**config.mk**
```make
export PLATFORM = sky130hd
export DESIGN_NAME = seq_stream_monitor_flat
export DESIGN_NICKNAME = d
export VERILOG_FILES = /design/src/rtl/seq_stream_monitor_if.sv /design/src/rtl/seq_stream_monitor.sv /design/src/flat_wrapper.sv
export SDC_FILE = /design/constraint.sdc
export NUM_CORES = 1
export LEC_CHECK = 0
export CORE_ASPECT_RATIO = 0.6
export CORE_MARGIN = 5
export CORE_UTILIZATION = 40
export CTS_BUF_LIST = sky130_fd_sc_hd__clkbuf_4 sky130_fd_sc_hd__clkbuf_8
export CTS_CLUSTER_SIZE = 25
export DETAILED_ROUTE_END_ITERATION = 7
export HOLD_SLACK_MARGIN = 0.02
export PLACE_DENSITY = 0.7
export SETUP_SLACK_MARGIN = 0.05
export SYNTH_ARGS = -nofsm -noshare
export SYNTH_HDL_FRONTEND = slang
export SYNTH_SLANG_ARGS = --single-unit
```
**constraint.sdc**
```tcl
create_clock -name clk -period 6 [get_ports clk]
set_input_delay 0.9 -clock clk [delete_from_list [all_inputs] [get_ports clk]]
set_output_delay 0.9 -clock clk [all_outputs]
set_load 0.01 [all_outputs]
```
**src/rtl/seq_stream_monitor_if.sv**
```systemverilog
// Signal bundle between the serial stream source / result consumer and seq_stream_monitor.
interface seq_stream_monitor_if #(
  parameter int CNT_W = 5
);
  logic             din;
  logic             din_vld;
  logic             clr;
  logic             match;
  logic [CNT_W-1:0] res_cnt;
  logic             res_vld;
  logic             res_rdy;
  logic             ovf;

  modport master (
    output din, din_vld, clr, res_rdy,
    input  match, res_cnt, res_vld, ovf
  );

  modport slave (
    input  din, din_vld, clr, res_rdy,
    output match, res_cnt, res_vld, ovf
  );
endinterface

```
**src/rtl/seq_stream_monitor.sv**
```systemverilog
// Overlapping serial pattern detector with per-window match counting and a
// valid/ready result register that flags dropped results with a sticky ovf.
module seq_stream_monitor #(
  parameter int               PAT_W   = 4,
  parameter logic [PAT_W-1:0] PATTERN = 4'b1101,
  parameter int               WIN     = 16,
  parameter int               CNT_W   = 5
) (
  input logic                 clk,
  input logic                 rst_n,
  seq_stream_monitor_if.slave bus
);

  localparam logic [3:0]       FILL_MAX = 4'(PAT_W);
  localparam logic [7:0]       WIN_LAST = 8'(WIN - 1);
  localparam logic [CNT_W-1:0] CNT_MAX  = '1;

  logic [PAT_W-1:0] hist_q, hist_d;
  logic [3:0]       fill_q, fill_d;
  logic [7:0]       pos_q, pos_d;
  logic [CNT_W-1:0] wcnt_q, wcnt_d;
  logic [CNT_W-1:0] offer;
  logic             match_q, match_d;
  logic [CNT_W-1:0] res_cnt_q, res_cnt_d;
  logic             res_vld_q, res_vld_d;
  logic             ovf_q, ovf_d;
  logic             hit;
  logic             win_end;

  always_comb begin
    hist_d    = hist_q;
    fill_d    = fill_q;
    pos_d     = pos_q;
    wcnt_d    = wcnt_q;
    match_d   = 1'b0;
    res_cnt_d = res_cnt_q;
    res_vld_d = res_vld_q;
    ovf_d     = ovf_q;
    hit       = 1'b0;
    win_end   = 1'b0;
    offer     = wcnt_q;

    if (bus.clr) begin
      hist_d    = '0;
      fill_d    = '0;
      pos_d     = '0;
      wcnt_d    = '0;
      res_cnt_d = '0;
      res_vld_d = 1'b0;
      ovf_d     = 1'b0;
    end else begin
      if (bus.din_vld) begin
        hist_d = {hist_q[PAT_W-2:0], bus.din};
        if (fill_q != FILL_MAX) fill_d = fill_q + 4'd1;
        hit     = (hist_d == PATTERN) && (fill_d == FILL_MAX);
        match_d = hit;
        // A match on the window's final bit still belongs to that window.
        offer   = (hit && (wcnt_q != CNT_MAX)) ? wcnt_q + 1'b1 : wcnt_q;
        if (pos_q == WIN_LAST) begin
          win_end = 1'b1;
          pos_d   = '0;
          wcnt_d  = '0;
        end else begin
          pos_d  = pos_q + 8'd1;
          wcnt_d = offer;
        end
      end

      if (win_end) begin
        if (!res_vld_q || bus.res_rdy) begin
          res_cnt_d = offer;
          res_vld_d = 1'b1;
        end else begin
          ovf_d = 1'b1;
        end
      end else if (res_vld_q && bus.res_rdy) begin
        res_vld_d = 1'b0;
      end
    end
  end

  always_ff @(posedge clk or negedge rst_n) begin
    if (!rst_n) begin
      hist_q    <= '0;
      fill_q    <= '0;
      pos_q     <= '0;
      wcnt_q    <= '0;
      match_q   <= 1'b0;
      res_cnt_q <= '0;
      res_vld_q <= 1'b0;
      ovf_q     <= 1'b0;
    end else begin
      hist_q    <= hist_d;
      fill_q    <= fill_d;
      pos_q     <= pos_d;
      wcnt_q    <= wcnt_d;
      match_q   <= match_d;
      res_cnt_q <= res_cnt_d;
      res_vld_q <= res_vld_d;
      ovf_q     <= ovf_d;
    end
  end

  assign bus.match   = match_q;
  assign bus.res_cnt = res_cnt_q;
  assign bus.res_vld = res_vld_q;
  assign bus.ovf     = ovf_q;

endmodule
```
**src/flat_wrapper.sv**
```systemverilog
// flat-port wrapper written by rule: the top's interface ports become plain ports
module seq_stream_monitor_flat 
#(
  parameter int               PAT_W   = 4,
  parameter logic [PAT_W-1:0] PATTERN = 4'b1101,
  parameter int               WIN     = 16,
  parameter int               CNT_W   = 5
)
  (clk, rst_n, bus_din, bus_din_vld, bus_clr, bus_res_rdy, bus_match, bus_res_cnt, bus_res_vld, bus_ovf);
  seq_stream_monitor_if #(.CNT_W(CNT_W)) bus_i ();
  input logic clk;
  input logic rst_n;
  input wire logic [$bits(bus_i.din)-1:0] bus_din;
  input wire logic [$bits(bus_i.din_vld)-1:0] bus_din_vld;
  input wire logic [$bits(bus_i.clr)-1:0] bus_clr;
  input wire logic [$bits(bus_i.res_rdy)-1:0] bus_res_rdy;
  output wire logic [$bits(bus_i.match)-1:0] bus_match;
  output wire logic [$bits(bus_i.res_cnt)-1:0] bus_res_cnt;
  output wire logic [$bits(bus_i.res_vld)-1:0] bus_res_vld;
  output wire logic [$bits(bus_i.ovf)-1:0] bus_ovf;
  assign bus_i.din = bus_din;
  assign bus_i.din_vld = bus_din_vld;
  assign bus_i.clr = bus_clr;
  assign bus_i.res_rdy = bus_res_rdy;
  assign bus_match = bus_i.match;
  assign bus_res_cnt = bus_i.res_cnt;
  assign bus_res_vld = bus_i.res_vld;
  assign bus_ovf = bus_i.ovf;
  seq_stream_monitor #(.PAT_W(PAT_W), .PATTERN(PATTERN), .WIN(WIN), .CNT_W(CNT_W)) u_core (.clk(clk), .rst_n(rst_n), .bus(bus_i));
endmodule
```
**Run 1: M1 wires**

Bar = 20 um.
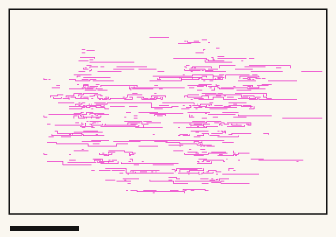
- share of all routed wire: 47%
- main direction: horizontal
- nets with wire on the layer: 176
- wire length on this layer: 1570 um
final WL: 3.332 mm
GRT met1 Usage: 0.1875

**Run 1: routed metal per tile**

Bar = 20 um. 18 x 12 tiles, from dark blue (low) to red (high), scaled to the fullest tile. Values are wire area over tile area, all layers added.
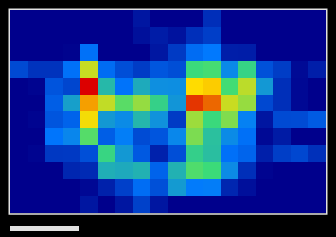
- tiles over half the peak: 9.7%
- fullest tile: 0.57
- nearly empty tiles: 40%
- emptiest ninth of the die: upper right
- mean over tiles: 0.097
- densest ninth of the die: centre
GRT Total Usage: 0.1379
DR vias: 1270
WL/cell: 14.94 um

==> results_slide.txt, run 1 <==
Key Metrics from the Run

Layout
  – Registers: 28
  – Fraction of area in multi-input gates: 0.4609
  – Nets: 188
  – Ant diodes: 0
  – MI comb cells: approximately 130

Global routing
  – Vias in the first global route: 1282

Floorplanning
  – Fp_density: 0.4263
  – Taps Inserted: 47
  – Die width: between 90 and 100 um
  – Core area: about 3800 sq um

Pwr
  – Clock distribution power: between 0.1 and 0.15 mW
  – Comb pwr share: 0.093
  – Net Sw Power: 0.08392 mW
  – Comb power: 0.0350 mW

Worst hold path
  – Worst Hold Class: reg -> reg

Drt
  – Avg Vias per Cell: between 5 and 6

Worst setup path
  – Setup crit end kind: flip-flop
  – Reg2reg start: u_core.wcnt_q[0]
  – Crit path DAT: 3010 ps
  – Critical path cell sequence: clkdlybuf4s50_1, a41oi_1, or3_1, o211ai_1

CTS
  – Clock tree root driver cell: clkbuf_8
  – Max Root-Sink Buffers: 2

Timing
  – Clock skew: around 4.2 ps
  – Slew margin rel.: 0.4465
  – # setup viols final: 0
  – Tmin final: 2817 ps

Synthesis
  – Post-synth EDFFs: 0
  – Syn Nets: 177
  – Syn. warnings: 0
  – Commonest flop: dfrtp_1

Placed design
  – IO buf count: 13

Run status
  – Status: finished clean
**Run 1: sequential cells grouped by signal name**

Bar = 20 um. Other sequential cells in the stronger grey, the rest of the logic in the fainter grey.
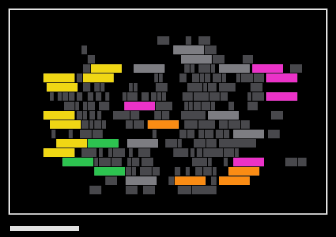
- u_core.wcnt_q: magenta (flops 5)
- u_core.fill_q: orange (flops 4)
- u_core.pos_q: yellow (flops 8; where middle left)
- u_core.hist_q: green (flops 3)
- not coloured: 8
Core Util, Final: 0.4818
sequential share of cell area: 0.3841
sequential standard cell area: 700.7 sq um
sequential cell power: 0.195 mW

-- run 1: logic make-up (layout without fill, tap and decap cells) --
family | after synthesis | after routing | share of synthesized area
AND/OR/NAND/NOR | 77 | 77 | 0.2628
AND-OR/OR-AND | 31 | 31 | 0.1380
flip-flops | 28 | 28 | 0.4341
buffers and inverters | 12 | 22 | 0.04496
multiplexers | 8 | 8 | 0.04961
adder cells (fa/ha/maj) | 5 | 5 | 0.03876
XOR/XNOR | 5 | 5 | 0.03179
-- run 1: cell usage after synthesis (2+ instances only) --
| cell type | number | area [sq um] |
|---|---|---|
| a21oi_1 | 5 | 25.02 |
| a221o_1 | 4 | 40.04 |
| a31oi_1 | 2 | 12.51 |
| and3_1 | 4 | 25.02 |
| clkbuf_1 | 5 | 18.77 |
| clkbuf_8 | 2 | 27.53 |
| dfrtp_1 | 28 | 700.7 |
| ha_1 | 5 | 62.56 |
| inv_1 | 4 | 15.01 |
| mux2i_1 | 8 | 80.08 |
| nand2_1 | 19 | 71.32 |
| nand2b_1 | 3 | 18.77 |
| nand4_1 | 2 | 12.51 |
| nand4b_1 | 2 | 17.52 |
| nor2_1 | 20 | 75.07 |
| nor2b_1 | 2 | 12.51 |
| nor3_1 | 6 | 30.03 |
| nor3b_1 | 2 | 15.01 |
| nor4_1 | 2 | 12.51 |
| nor4b_1 | 3 | 26.28 |
| o21ai_0 | 11 | 55.05 |
| or3_1 | 2 | 12.51 |
| xnor2_1 | 3 | 26.28 |
-- run 1: through the flow --
stage / setup slack [ps] / std cells / hold WS (ps)
after floorplan: 3644 / 166 / 457.2
after global placement: 3009 / 219 / 469.1
after detailed placement: 2882 / 219 / 470.2
after CTS: 3178 / 223 / 491.9
after global routing: 3036 / 223 / 530.1
final: 3183 / 223 / 480.6
**Run 1: ports around the boundary**

Bar = 20 um. Pins as bars across the die edge, other pins in grey.
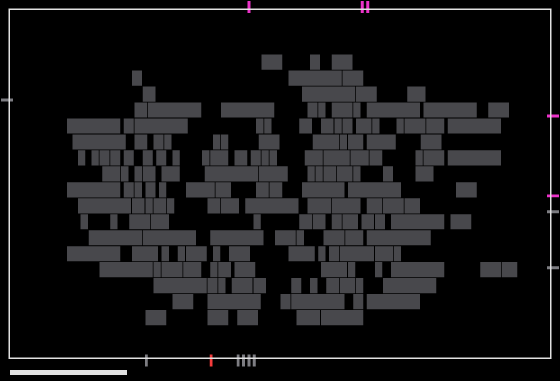

--- run 2 (diff from run 1) ---
==> constraint.sdc (replaced) <==
create_clock -name clk -period 2.94 [get_ports clk]
set_input_delay 0.441 -clock clk [delete_from_list [all_inputs] [get_ports clk]]
set_output_delay 0.441 -clock clk [all_outputs]
set_load 0.01 [all_outputs]
**Run 2: ports around the boundary**

Bar = 20 um. Pins as bars across the die edge, other pins in grey.
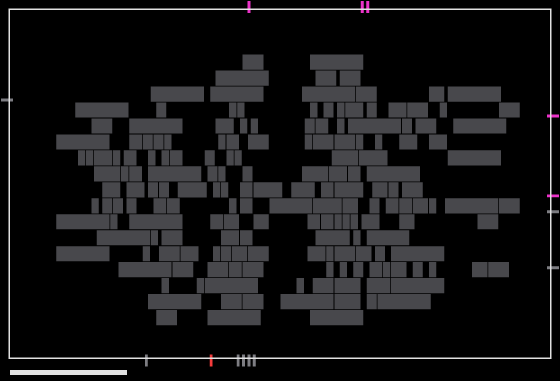
- bus_res_cnt: magenta (pins 5; direction output; edge 3 top, 2 right)
- bus_din_vld: red (pins 1; direction input; edge bottom)
- all pins by edge: 6 bottom, 4 right, 3 top, 1 left

==> run 2 against run 1 <==
Net effect:
- register-to-register slack worse by 3000 ps
- utilization about the same
- clock power up 63%
- synthesized cell count unchanged
- first-iteration DRC count down 65%
- via count down 0.39%
- sequential share of layout area about the same
- sequential cell count unchanged
- non-clock buffer count up 2
- worst hold slack worse by 1.2 ps
- largest power group unchanged
- worst setup slack worse by 2600 ps
==> results_slide.txt, run 2 <==
Key Metrics from the Run

Synthesis
  – Syn. warnings: 0
  – Commonest cells in the netlist: 28 x dfrtp_1, 20 x nor2_1, 19 x nand2_1
  – Post-synth EDFFs: 0
  – Yosys top cell by instances: dfrtp_1

Worst setup path
  – Crit path DAT: 2540 ps
  – Setup crit end kind: flip-flop
  – Reg2reg start: u_core.wcnt_q[0]

Timing
  – Hold slack: approximately 480 ps
  – Tmin final: 2377 ps
  – # setup viols final: 0

Pwr
  – Net Sw Power: around 0.17 mW

Layout
  – Core Util, Final: 0.4815
  – Fin cells: about 230

Floorplanning
  – Die width: slightly above 90 um
  – Fp_density: 0.4263
  – Core area: approximately 3800 sq um

Drt
  – DR vias: between 1000 and 1500
  – Avg Vias per Cell: 5.622
  – WL/cell: about 15 um
  – Final WL: between 3 and 4 mm

Global routing
  – Vias in the first global route: approximately 1200

CTS
  – Max Root-Sink Buffers: 2
  – Clock tree root driver cell: clkbuf_8

Run status
  – Status: finished clean

Worst hold path
  – Worst Hold Class: reg -> reg
-- run 2: power groups by stage --
| stage | Sequential (mW) | Clock [mW] | Combinational (mW) |
|---|---|---|---|
| after floorplan | 0.405 | 0 | 0.0498 |
| after global placement | 0.406 | 0 | 0.0715 |
| after detailed placement | 0.406 | 0 | 0.0748 |
| after CTS | 0.399 | 0.249 | 0.0756 |
| after global routing | 0.400 | 0.263 | 0.0846 |
| final | 0.399 | 0.239 | 0.0747 |
-- run 2: logic make-up (layout without fill, tap and decap cells) --
family | after synthesis | in the layout | share of synthesized area
multiplexers | 8 | 8 | 0.04961
AND-OR/OR-AND | 31 | 31 | 0.1380
adder cells (fa/ha/maj) | 5 | 5 | 0.03876
flip-flops | 28 | 28 | 0.4341
buffers and inverters | 12 | 24 | 0.04496
AND/OR/NAND/NOR | 77 | 77 | 0.2628
XOR/XNOR | 5 | 5 | 0.03179
-- run 2: layout make-up --
class / count / area [sq um] / area share
multi-input cells: 126 / 840.8 / 0.4612
repair buffers: 16 / 152.6 / 0.08373
flip-flops and latches: 28 / 700.7 / 0.3844
inverters: 4 / 15.01 / 0.008236
well taps: 47 / 58.81 / 0.03226
clock buffers: 4 / 55.05 / 0.03020
-- run 2: routing by layer --
layer / up-vias / global-route usage / wire length, um
li1: 621 / - / -
met3: 6 / 0.03934 / 108
met2: 19 / 0.2158 / 1471
met5: - / 0 / 0
met4: 0 / 0.02960 / 67
met1: 619 / 0.1752 / 1679
-- run 2: worst max-delay path: stages (launching register included) --
cell and delay [ps]:
dfrtp_1 460, ha_1 240, and3_1 190, ha_1 190, or3_1 390, a211oi_4 410
nor4b_1 100, a221o_1 280
Power figures rest on the tool's default switching activity, not on a simulated workload.
